==> config.mk <==
export PLATFORM = sky130hd
export DESIGN_NAME = mux_arb_nto1
export DESIGN_NICKNAME = d
export VERILOG_FILES = /design/src/rtl/mux_arb_nto1_pkg.sv /design/src/rtl/mux_arb_nto1_rr_arbiter.sv /design/src/rtl/mux_arb_nto1.sv
export SDC_FILE = /design/constraint.sdc
export NUM_CORES = 1
export LEC_CHECK = 0
export CORE_MARGIN = 2
export CORE_UTILIZATION = 35
export CTS_CLUSTER_DIAMETER = 40
export DETAILED_ROUTE_END_ITERATION = 16
export PLACE_DENSITY = 0.8
export SLEW_MARGIN = 40
export SYNTH_ARGS = -nofsm -noshare
export SYNTH_HDL_FRONTEND = slang
export SYNTH_SLANG_ARGS = --single-unit
==> constraint.sdc <==
create_clock -name clk_i -period 2.5 [get_ports clk_i]
set_input_delay 0.5 -clock clk_i [delete_from_list [all_inputs] [get_ports clk_i]]
set_output_delay 0.5 -clock clk_i [all_outputs]
set_load 0.03 [all_outputs]
==> run_1/drive_strength.png <==
Bar = 20 um.
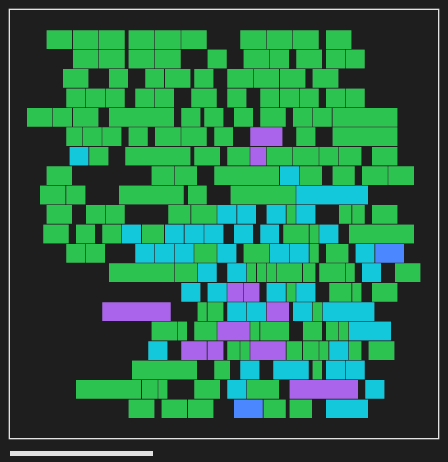
colour	size	cells	share	most used
purple	drive 2	11	5.4%	nor2_2
cyan	drive 3 to 4	42	20%	buf_4
blue	drive 6 and up	2	0.98%	buf_6
green	drive 1 or less	150	73%	clkdlybuf4s50_1
post-layout instance area: 1960 um2
area added between synthesis and finish: 78.9%

==> run_1/wire_density.png <==
12 x 12 tiles, from dark blue (low) to red (high), scaled to the fullest tile. Values are wire area over tile area, all layers added.
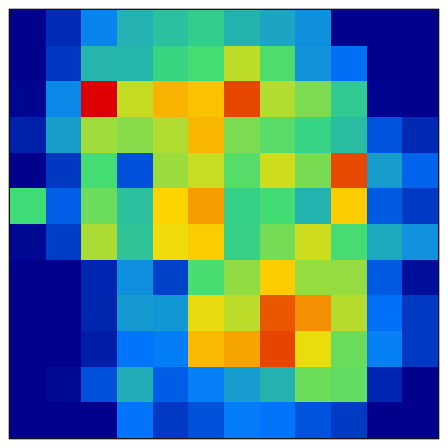
tiles over half the peak	36%
emptiest ninth of the die	bottom left
fullest tile	0.46
nearly empty tiles	18%
mean over tiles	0.17
number of vias after detailed routing: 1,385
detailed-route wire length per cell: 15.9 um
global routing usage summed across all routing layers: 22.0%
final routed wirelength across all metal layers: 3790 um

==> run_1/final_placement.png <==
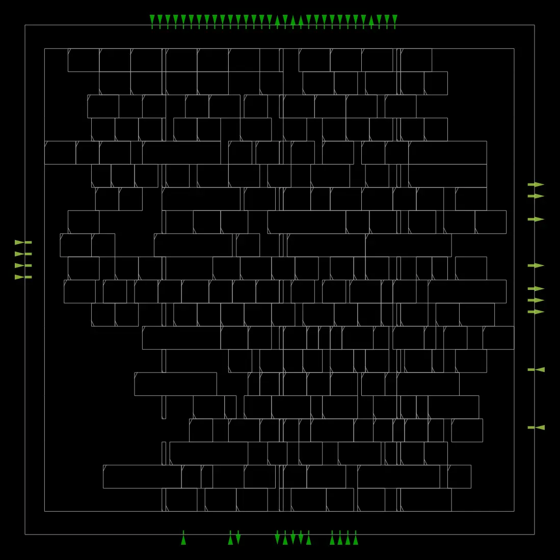
final core utilization: 65.2%
number of sequential cells: 13
number of tapcells: 33

==> run_1/registers.png <==
Bar = 20 um.
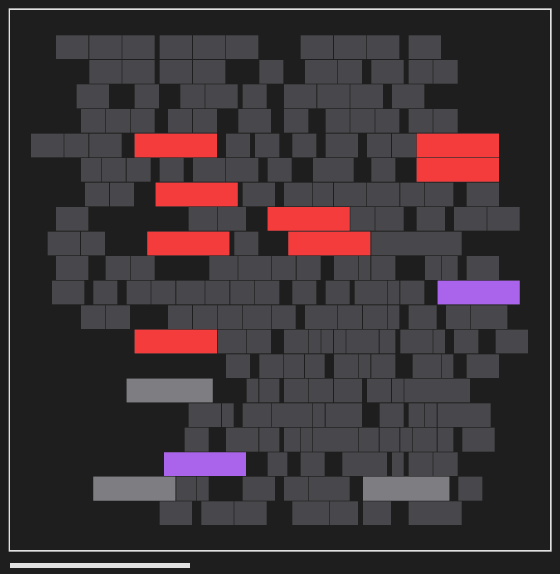
colour	name in the netlist	placed flops
red	`out_o`	8
purple	`grant_o`	2
total sequential power: 392 uW
Seq area share: 16.8%
FF+latch area: 328 um2

==> run summary, run 1 <==
Implementation numbers.

- The run finished with clean final reports.
- Per the OpenROAD floorplan log, the height of the die is around 60 um.
- The most frequent cell on the critical path is nand2_1.
- The timing-limited maximum frequency is 0.406 GHz.
- The placer congestion estimate is 0.813.
- The antenna diode instance count is 0.
- The standard-cell row count is 20.
- The final timing report gives a worst setup slack of 37.3 ps.
- The clock-pin slew on the worst setup and hold paths reads 80 ps.
- By area the synthesized netlist is led by dfrtp_1 (25%), a211oi_1 (11%), a21boi_0 (11%), o221ai_1 (6.4%), o31ai_1 (5.5%).
- The area inside the core boundary is between 3000 and 4000 um2.
- The kind of start point of the critical path reads a flip-flop.
- The detailed router finished its first iteration with around 48 violations.
- The worst path required time reads 2000 ps.
- The first global-routing pass estimated 5900 um of wire.
- The floorplan-stage core utilization is 36.4%.
- The worst slack after detailed placement reads -238 ps.
- The slew at the pin closest to its max-slew limit is 340 ps.
- Total power normalized to cell area comes to around 730 nW/um2.
- The number of optimization iterations in the first detailed-route pass reads 4.
- The critical setup path kind is reg2out.
- Yosys mapped the design onto 35 distinct sky130hd cell types.
- In this run the VDD rail shows a maximum IR drop of 0.333 mV.
- The synthesis warning total is 0.
- The register with the most flip-flops in the layout has 8 of them.
- The number of stages on the worst hold path is 2.
- The area of the mapped netlist reads 1090 um2.
- Across all hold checks on the routed design, the worst slack comes to 507 ps.
- The highest cell delay on the worst timing path reads roughly 620 ps.
- The final period utilization is 98.5%.
- The clock skew reads around 6.6 ps.
- Summed over all nets, the switching power comes to a little over 600 uW.
- The CTS tree is done.
- The depth of the worst register-to-register path is 9.
- The number of buffers created by CTS is 3.
- The cell with the largest stage delay on the worst path is dfstp_2.
- The H-tree depth reported by CTS reads 1.
- The sequential cell fraction of total power is 27.6%.
run 1: synth_stat cells (all sizes together):
master and instances:
o31ai 9, and2b 1, or2 1, o221ai 8, o32ai 2, o41a 1
dfstp 2, o32a 2, nand2 10, a21oi 1, mux2i 3, nor3 2
a211o 1, nand3 1, buf 3, o41ai 1, nor2b 2, nand2b 3
a21bo 1, o21ai 5, nor2 8, a211oi 17, o22a 1, clkbuf 9
a21boi 16, dfrtp 11, and2 2, inv 2
run 1: power groups by stage:
stage / combinational (uW) / clock [uW] / sequential (uW)
detailed placement: 825 / 0 / 389
CTS: 853 / 137 / 396
global route: 955 / 146 / 405
floorplan: 322 / 0 / 530
finish: 895 / 132 / 392
global placement: 808 / 0 / 388
run 1: cell type report:
type / instances / area, um2
multi-input combinational: 98 / 757
fill: 232 / 1050
clock buffer: 4 / 26.3
tap: 33 / 41.3
inverter: 2 / 7.51
timing repair buffer: 88 / 797
sequential: 13 / 328
run 1: stage by stage:
stage | setup TNS, ps | power (uW)
floorplan | -12.2 | 852
global placement | -2170 | 1200
detailed placement | -2800 | 1210
CTS | 0 | 1390
global route | -186 | 1510
finish | 0 | 1420
run 1: per-layer routing:
metal,GRT usage (%),vias up,wire length (um)
li1,-,655,-
met3,3.68,6,173
met5,0,-,0
met4,6.67,0,70
met1,29.7,684,1620
met2,35.9,40,1920
run 1: cell families (layout without fill, tap and decap cells):
family          Yosys count  count (layout)  synth area share [%]
mux                       3               3                  2.75
flops                    13              13                  30.0
simple gates             30              30                  12.8
compound gates           65              65                  48.7
buf+inv                  14              94                  5.72
run 1: repair_timing:
item	CTS	global route
pin swaps	5	6
endpoints found under the setup margin	4	12
hold buffers	0	0
gates resized	12	8
buffers inserted	5	4
==> run_1/clock_map.png <==
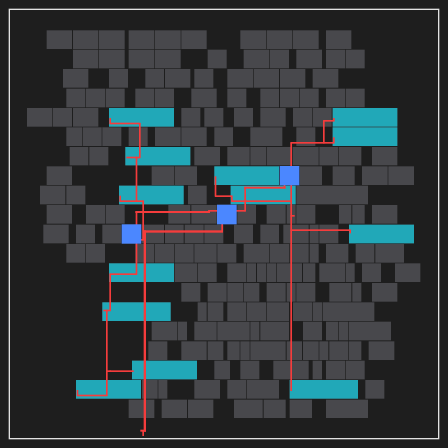

==> run 2: changes to the inputs <==
- REMOVE_ABC_BUFFERS: unset -> 1
==> run_2/clock_map.png <==
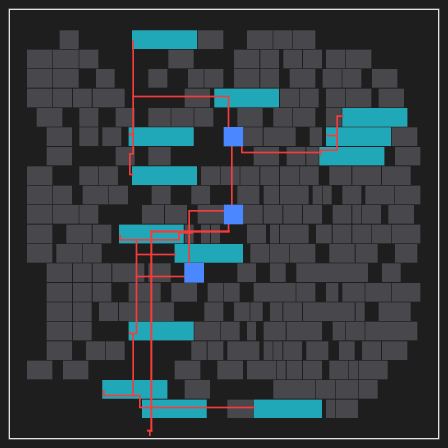
[red] clock wires | length: 201 um
[cyan] flip-flops | count: 13
[blue] cells driving clock nets | count: 3
routed clock nets	4
clock latency of the later-clocked register in the worst-skew pair: 270 ps
Clk. pwr: 131 uW
share of total power in the clock network: 8.3%
final clock skew: 4.15 ps

==> run_2/registers.png <==
Bar = 20 um.
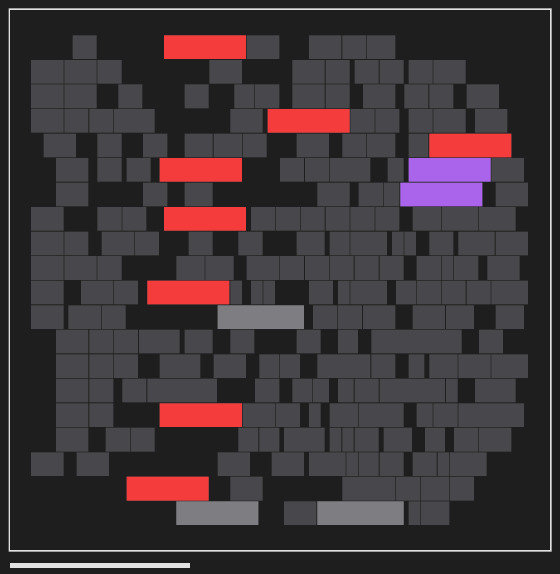
colour	name in the netlist	placed flops
purple	`grant_o`	2
red	`out_o`	8
Seq area share: 15.5%
final core utilization: 70.2%
total sequential power: 379 uW

==> run_2/final_placement.png <==
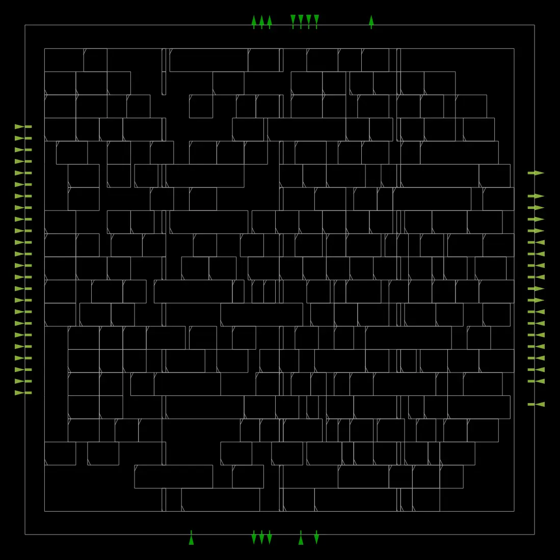
filler cell count: 229
number of placement rows: 20
Core Box Area: 3000 um2

==> run summary, run 2 <==
Implementation numbers.

- The floorplan-stage core utilization is 36.4% (unchanged).
- The detailed-route wire length reads 4190 um (+11%).
- The worst hold margin reads 511 ps (+3.34 ps).
- The placer congestion estimate is 0.890 (+9.4%).
- The kind of start point of the critical path is an input pin.
- The depth of the worst register-to-register path is 12 (+3).
- The growth of design area from synthesis to finish is 92.8%.
- The timing-limited maximum frequency is 0.401 GHz (-1.2%).
- The most frequent cell on the critical path reads buf_4.
- The y dimension of the die came to 59.9 um (unchanged).
- By count the netlist is led by a211oi_1 (16), a21boi_0 (16), dfrtp_1 (11).
- The slew at the pin closest to its max-slew limit was 393 ps (+52.7 ps).
- The area of all sequential standard cells is 328 um2 (unchanged).
- The routed length per placed instance reads 16.8 um (+5.7%).
- The area of the multi-input gates is 801 um2 (+5.8%).
- The synthesis warning total was 0 (unchanged).
- The DRC marker count from the first detailed-route iteration is 56 (+17%).
- The met3 track utilization from global routing reads 2.60% (-1.1 points).
- The total via count after detailed routing is 1,417 (+2.3%).
- The CTS tree is done.
- The clock-pin slew on the worst setup and hold paths is 80 ps (about the same).
- The number of unique standard cell types used by synthesis is 35 (unchanged).
- The global-route layer with the greatest usage is met2.
- The combined global-route utilization of all metal layers is 23.0% (+1.0 points).
- The number of stages on the worst hold path is 1 (-1).
- The hold-fix buffer count after cts reads 0 (unchanged).
- The main area contributors are dfrtp_1 (25%), a211oi_1 (11%), a21boi_0 (11%), o221ai_1 (6.4%), o31ai_1 (5.5%).
- The net switching power is 666 uW (+8.3%).
- The sequential cell fraction of total power reads 24.1% (-3.5 points).
- The number of optimization iterations in the first detailed-route pass reads 4 (unchanged).
- The antenna diode instance count is 0 (unchanged).
- The worst path required time is 2000 ps (about the same).
- The highest cell delay on the worst timing path reads 340 ps (-280 ps).
- The area of the mapped netlist is 1090 um2 (unchanged).
- The final period utilization was 99.7% (+1.2 points).
- The slowest stage of the critical path belongs to the cell o32ai_4.
- The share of flip-flops with an asynchronous set or reset came to 100% (unchanged).
- The run finished with clean final reports.
- The primary flip-flop cell chosen by synthesis mapping is dfrtp_1.
- The wire length of the first global-routing pass reads 6200 um (+5.0%).
- The H-tree depth reported by CTS is 1 (unchanged).
==> run 2: cell counts after synthesis <==
Identical to the previous run, type by type.
==> run 2: power groups by stage <==
stage	combinational (uW)	clock [uW]	sequential (uW)
after floorplan	290	0	540
after global placement	836	0	394
after detailed placement	852	0	395
after CTS	902	138	382
after global routing	1120	146	389
final	1060	131	379
==> run 2: final cells by class <==
| class | instances | share of cell area, % |
|---|---|---|
| Tap cell | 33 | 1.96 |
| Timing Repair Buffer | 99 | 42.9 |
| Sequential cell | 13 | 15.5 |
| Clock buffer | 4 | 1.25 |
| Multi-Input combinational cell | 98 | 38.0 |
| Inverter | 2 | 0.356 |
==> run 2: timing repair <==
action	4_1_cts	5_1_grt
gates resized	13	23
pin swaps	6	13
cloned	0	0
setup buffers	5	11
setup endpoints to repair	5	14
endpoints found under the hold margin	0	0
==> run 2: metrics by stage <==
stage | instances | cell area [um2] | TNS (ps) | power [uW] | setup WS (ps)
floorplan | 113 | 1040 | 0 | 830 | 97.2
global placement | 229 | 1830 | -2860 | 1230 | -257
detailed placement | 229 | 1830 | -3850 | 1250 | -296
CTS | 238 | 1920 | 0 | 1420 | 0.127
global route | 249 | 2110 | -325 | 1660 | -109
finish | 249 | 2110 | 0 | 1570 | 7.28
==> run 2: cells by family after synthesis <==
logic type	after synthesis	share of synthesized area [%]
buffers and inverters	14	5.72
flip-flops	13	30.0
multiplexers	3	2.75
AND/OR/NAND/NOR	30	12.8
AND-OR/OR-AND	65	48.7
==> run 2: layer usage <==
layer | up-vias | part of all wire [%]
met4 | 0 | 1.2
met2 | 79 | 51
met5 | - | 0
met3 | 4 | 6.4
met1 | 657 | 42
li1 | 677 | -
Power figures rest on the tool's default switching activity, not on a simulated workload.
